Fig. 1: routed clock nets over the placement
Drawn at 1 px/um.
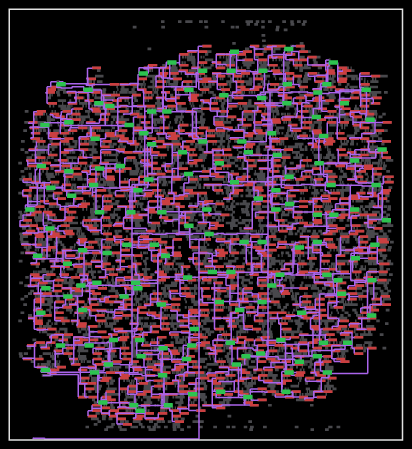
Fig. 2: the metal 3 layer
Drawn at 1 px/um. Cells faint in the background.
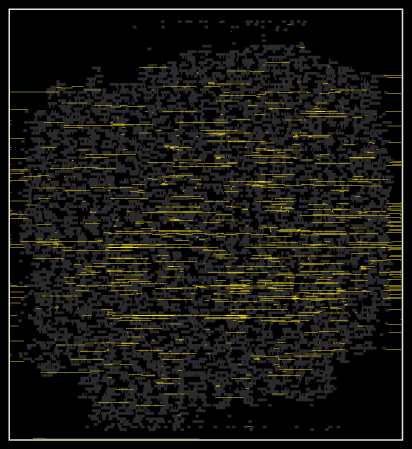
**src/rtl/btb_pkg.sv**
```systemverilog
// btb_pkg: shared constants, entry layout and FSM encodings for the BTB update path.
package btb_pkg;
  localparam int NUM_SETS = 8;
  localparam int IDX_W    = 3;
  localparam int TAG_W    = 30 - IDX_W;
  localparam int VALID_BIT = 63;
  localparam int TAG_MSB   = 62;
  localparam int TAG_LSB   = 36;
  localparam int TGT_MSB   = 35;
  localparam int TGT_LSB   = 4;
  localparam int FSM_MSB   = 3;
  localparam int FSM_LSB   = 2;
  localparam logic [1:0] STRONG_NT = 2'b00;
  localparam logic [1:0] WEAK_NT   = 2'b01;
  localparam logic [1:0] WEAK_T    = 2'b10;
  localparam logic [1:0] STRONG_T  = 2'b11;
  typedef struct packed {
    logic             valid;
    logic [TAG_W-1:0] tag;
    logic [31:0]      target;
    logic [1:0]       fsm;
    logic [1:0]       spare;
  } btb_entry_t;
  typedef enum logic [1:0] {IDLE, LOOKUP, WRITE} btb_state_e;
  function automatic logic [1:0] fsm_next(input logic [1:0] f, input logic taken);
    return taken ? (f == STRONG_T ? f : f + 2'd1) : (f == STRONG_NT ? f : f - 2'd1);
  endfunction
endpackage

```
**src/rtl/btb_entry_update.sv**
```systemverilog
// btb_entry_update: computes the rewritten 2-way set, new LRU bit and write enable for one update.
module btb_entry_update
  import btb_pkg::*;
(
  input  logic [127:0]     set_i,
  input  logic             lru_i,
  input  logic [TAG_W-1:0] tag_i,
  input  logic [31:0]      target_i,
  input  logic             taken_i,
  output logic [127:0]     set_o,
  output logic             lru_o,
  output logic             we_o
);
  btb_entry_t w1, w2, upd, alloc, n1, n2;
  logic hit1, hit2, vic1;
  assign w1    = set_i[127:64];
  assign w2    = set_i[63:0];
  assign hit1  = w1.valid && w1.tag == tag_i;
  assign hit2  = w2.valid && w2.tag == tag_i;
  // an invalid way1 wins first, then an invalid way2, then the LRU choice
  assign vic1  = !w1.valid || (w2.valid && !lru_i);
  assign alloc = '{valid: 1'b1, tag: tag_i, target: target_i, fsm: WEAK_T, spare: 2'b00};
  always_comb begin
    upd        = hit1 ? w1 : w2;
    upd.fsm    = fsm_next(upd.fsm, taken_i);
    upd.target = taken_i ? target_i : upd.target;
    upd.spare  = 2'b00;
    n1         = hit1 ? upd : (!hit2 && vic1) ? alloc : w1;
    n2         = (!hit1 && hit2) ? upd : (!hit1 && !hit2 && !vic1) ? alloc : w2;
    set_o      = {n1, n2};
    we_o       = hit1 || hit2 || taken_i;
    lru_o      = hit1 ? 1'b1 : hit2 ? 1'b0 : taken_i ? vic1 : lru_i;
  end
endmodule

```
**src/rtl/btb_update_ctrl.sv**
```systemverilog
// btb_update_ctrl: BTB storage with a 3-cycle read-modify-write update path and single-cycle flush.
module btb_update_ctrl
  import btb_pkg::*;
(
  input  logic             clk,
  input  logic             rst,
  input  logic [IDX_W-1:0] rd_index,
  output logic [127:0]     set_data,
  input  logic             upd_valid,
  output logic             upd_ready,
  input  logic [31:0]      upd_pc,
  input  logic [31:0]      upd_target,
  input  logic             upd_taken,
  input  logic             flush,
  output logic             upd_done
);
  btb_state_e state_q, state_d;
  logic [127:0] arr_q [NUM_SETS];
  logic [NUM_SETS-1:0] lru_q;
  logic [IDX_W-1:0] idx_q;
  logic [TAG_W-1:0] tag_q;
  logic [31:0] tgt_q;
  logic [127:0] set_q, new_set;
  logic taken_q, lru_s_q, new_lru, we, accept, done_q, done_d;
  assign set_data = arr_q[rd_index];
  assign upd_done = done_q;
  always_comb begin
    upd_ready = state_q == IDLE && !flush;
    accept    = upd_valid && upd_ready;
    state_d   = flush ? IDLE : state_q == IDLE ? (accept ? LOOKUP : IDLE) : state_q == LOOKUP ? WRITE : IDLE;
    done_d    = state_q == WRITE && !flush;
  end
  always_ff @(posedge clk or posedge rst) begin
    if (rst) begin
      state_q <= IDLE;
      done_q  <= 1'b0;
    end else begin
      state_q <= state_d;
      done_q  <= done_d;
    end
  end
  btb_entry_update u_upd (
    .set_i(set_q), .lru_i(lru_s_q), .tag_i(tag_q), .target_i(tgt_q), .taken_i(taken_q),
    .set_o(new_set), .lru_o(new_lru), .we_o(we)
  );
  always_ff @(posedge clk or posedge rst) begin
    if (rst) begin
      for (int i = 0; i < NUM_SETS; i++) arr_q[i] <= '0;
      lru_q   <= '0;
      idx_q   <= '0;
      tag_q   <= '0;
      tgt_q   <= '0;
      taken_q <= 1'b0;
      set_q   <= '0;
      lru_s_q <= 1'b0;
    end else if (flush) begin
      for (int i = 0; i < NUM_SETS; i++) begin
        arr_q[i][VALID_BIT+64] <= 1'b0;
        arr_q[i][VALID_BIT]    <= 1'b0;
      end
      lru_q <= '0;
    end else begin
      if (accept) begin
        idx_q   <= upd_pc[IDX_W+1:2];
        tag_q   <= upd_pc[31:IDX_W+2];
        tgt_q   <= upd_target;
        taken_q <= upd_taken;
      end
      if (state_q == LOOKUP) begin
        set_q   <= arr_q[idx_q];
        lru_s_q <= lru_q[idx_q];
      end
      if (state_q == WRITE && we) begin
        arr_q[idx_q] <= new_set;
        lru_q[idx_q] <= new_lru;
      end
    end
  end
endmodule

```
**config.mk**
```make
export PLATFORM = sky130hd
export DESIGN_NAME = btb_update_ctrl
export DESIGN_NICKNAME = d
export VERILOG_FILES = /design/src/rtl/btb_pkg.sv /design/src/rtl/btb_entry_update.sv /design/src/rtl/btb_update_ctrl.sv
export SDC_FILE = /design/constraint.sdc
export NUM_CORES = 2
export LEC_CHECK = 0
export CAP_MARGIN = 15
export CORE_ASPECT_RATIO = 1.1
export CORE_MARGIN = 8
export CORE_UTILIZATION = 39
export DETAILED_ROUTE_END_ITERATION = 10
export PLACE_DENSITY = 0.54
export SLEW_MARGIN = 20
export SYNTH_ARGS = -nofsm -noshare
export SYNTH_HDL_FRONTEND = slang
export SYNTH_SLANG_ARGS = --single-unit
```
**constraint.sdc**
```tcl
create_clock -name clk -period 45.8 [get_ports clk]
set_input_delay 6.87 -clock clk [delete_from_list [all_inputs] [get_ports clk]]
set_output_delay 6.87 -clock clk [all_outputs]
set_load 0.02 [all_outputs]
```
==> results.sh <==
# yosys + openroad results
export IMPL_crit_type="input pin to output port"
export IMPL_antenna_found_initial=7
export IMPL_dieArea_mm2=0.168
export IMPL_worstSkewPairLatency_ns=0.80
export IMPL_period_used=0.383
export IMPL_drv_cap=0
export IMPL_grt_pass1_wl_um=306000
export IMPL_hold_start="arr_q[590]$_DFFE_PP0P_"
export IMPL_outcome="finished, final reports clean"
export IMPL_crit_top_cell="buf_4"
export IMPL_crit_chain="buf_8 -> buf_4 -> buf_4 -> mux4_2 -> mux2_2 -> clkdlybuf4s50_1"
export IMPL_drc=0
export IMPL_syn_cell_area_mm2=0.0605
export IMPL_layout_drive_gt1_share=0.169
export IMPL_finalNonFillerCells=7803
export IMPL_path_depth=6
export IMPL_numCtsBuffers=141
export IMPL_crit_end="set_data[96]"
export IMPL_syn_num_nets=5737
export IMPL_final_util=0.447
export IMPL_dp_cells=7550
export IMPL_warnings=53
export IMPL_hold_class="flip-flop to flip-flop"
export IMPL_r2r_start="idx_q[2]$_DFFE_PP0P_"
export IMPL_place_gp_congestion=0.802
export IMPL_regToRegEndpoint="set_q[5]$_DFFE_PP0P_"
export IMPL_leakage_nw=29.2
export IMPL_whs_endpoint="arr_q[590]$_DFFE_PP0P_"
export IMPL_ys_ff=1227
export IMPL_gr_total_overflow=0
export IMPL_cp_start_kind="input pin"
export IMPL_edf_count=0
export IMPL_htree_num_levels=4
export IMPL_drt_total_wl_um=204000
export IMPL_ant_nets=0
export IMPL_critPathBufInv=4
export IMPL_busiest_layer="met2"
export IMPL_rsz0062_at_grt="no"
export IMPL_clockBufferDepth=3
export IMPL_io_buffer_count=199
export IMPL_worst_path_max_delay_cell="buf_4"
export IMPL_grt_use_met2=0.389
export IMPL_die_w_um=392
export IMPL_cp_arrival_ns=10.66
export IMPL_slowest_delay_ns=0.92
export IMPL_place_hpwl_um=117000
export IMPL_area_leaders="dfrtp_1 (51%), mux4_2 (11%), o21ai_0 (8.3%), nand2_1 (6.6%), mux2_2 (5.8%)"
export IMPL_finClkSkew_ns=0.0290
export IMPL_core_mm2=0.154
export IMPL_fp_util=0.393
export IMPL_cts_root_buffer="clkbuf_16"
export IMPL_setup_tns_ns=0
export IMPL_yosysCellCount=5665
export IMPL_hold_depth=2
export IMPL_drtPass1Iterations=5
export IMPL_yosys_area_mm2=0.0605
export IMPL_setup_viol=0
export IMPL_syn_avg_cell_area_um2=10.7
export IMPL_p_per_area_mw_per_mm2=47.6
export IMPL_whs_ns=0.493
export IMPL_yosysTopAreaCell="dfrtp_1"
export IMPL_rrSetupSlack_ns=41.01
export IMPL_post_cts_resize_count=0
export IMPL_path_clk_slew_ns=0.05
export IMPL_syn_to_final_growth_pct=13.8
export IMPL_worst_slack_ns=28.27
export IMPL_cp_top_family="buffers and inverters"
Back to the opening pictures, Fig. 1:
- green: cells driving clock nets (count 141)
- red: flip-flops (count 1227)
- purple: clock wires (length 16900 um)
- flops lie: all over the die
- routed clock nets: 142

Back to the opening pictures, Fig. 2:
- wire length on this layer: 10900 um
- main direction: horizontal
- share of all routed wire: 5.4%
- longest straight run: 155 um
Vias: 44734
M3 GR Usage: 0.0357

==> cell families after synthesis <==
group	after synthesis	share of synthesized area
AND-OR/OR-AND	1607	0.149
XOR/XNOR	54	0.00781
adder cells (fa/ha/maj)	3	0.000496
buffers and inverters	488	0.0322
flip-flops	1227	0.507
multiplexers	864	0.211
AND/OR/NAND/NOR	1422	0.0927
==> worst min-delay path, delay by kind of cell (launching register included) <==
kind,cells,cell delay (ns)
AND/OR/NAND/NOR,1,0.05
flip-flops,1,0.35
AND-OR/OR-AND,1,0.06
==> per-layer routing <==
layer	vias to the layer above	wire (um)
li1	20322	-
met1	22756	87900
met2	1303	96100
met3	353	10900
met4	0	8680
met5	-	0
==> state kept, by name, indices dropped and copies added, names as in the netlist <==
signal    count
tag_q        27
taken_q       1
lru_s_q       1
upd_done      1
set_q       128
arr_q      1024
lru_q         8
tgt_q        32
state_q       2
idx_q         3
==> power by group <==
part           switching (mW)  internal, mW  total, mW
Sequential              0.147          1.23       1.38
Clock                   0.472         0.662       1.13
Combinational           0.483         0.284      0.767
Total                    1.10          2.18       3.28
==> final cells by class <==
type                    count  area (um^2)  share of cell area
flip-flops and latches   1227        30700               0.446
multi-input cells        3950        28100               0.407
clock buffers             208         4140              0.0600
repair buffers            300         2880              0.0418
well taps                2065         2580              0.0375
clock inverters            44          483             0.00701
inverters                   8         37.5            0.000545
diodes                      1         2.50           0.0000363
==> synthesized netlist by cell type, drive strengths merged (8+ instances only) <==
cell and number:
a211oi 39, a21oi 264, a221oi 103, a22o 23
a22oi 75, a31oi 23, and2 9, buf 105
clkbuf 375, dfrtp 1227, inv 8, mux2 311
mux2i 254, mux4 299, nand2 1066, nand2b 24
nand4 15, nor2 264, nor2b 12, nor4 11
o211ai 18, o21ai 1039, xnor2 30, xor2 24
==> layout by cell type (no fill, tap or decap), types with 5 or more instances in the layout <==
cell | netlist | final
o21ai_1 | 38 | 39
o211ai_1 | 18 | 18
a22o_1 | 23 | 23
o21ai_0 | 1001 | 1000
nor2b_4 | 0 | 5
dfrtp_1 | 1227 | 1224
nor2_1 | 264 | 261
nor4_1 | 10 | 10
clkbuf_1 | 375 | 36
mux2_2 | 311 | 311
bufinv_16 | 0 | 6
xnor2_1 | 30 | 30
xor2_1 | 24 | 24
o22ai_1 | 5 | 5
nand2_1 | 1065 | 1065
inv_1 | 7 | 6
nor2b_1 | 12 | 5
clkbuf_16 | 0 | 145
inv_6 | 0 | 5
clkdlybuf4s50_1 | 0 | 196
nand4_1 | 15 | 15
a221oi_1 | 103 | 103
and2_2 | 0 | 6
clkbuf_8 | 0 | 28
mux4_2 | 299 | 299
nand2b_1 | 24 | 24
o311ai_4 | 0 | 5
a31oi_1 | 23 | 23
buf_4 | 5 | 89
mux2i_1 | 254 | 254
clkinv_2 | 0 | 25
a21oi_1 | 263 | 263
buf_12 | 0 | 8
a211oi_1 | 39 | 39
a22oi_1 | 75 | 75
==> metrics by stage <==
step / power, mW / cell area (um^2)
final: 3.28 / 68900
after global routing: 3.43 / 68900
after CTS: 3.31 / 68900
after detailed placement: 2.17 / 64300
after global placement: 2.15 / 64300
after floorplan: 1.85 / 60500
Power is estimated from default activity; no workload was simulated.
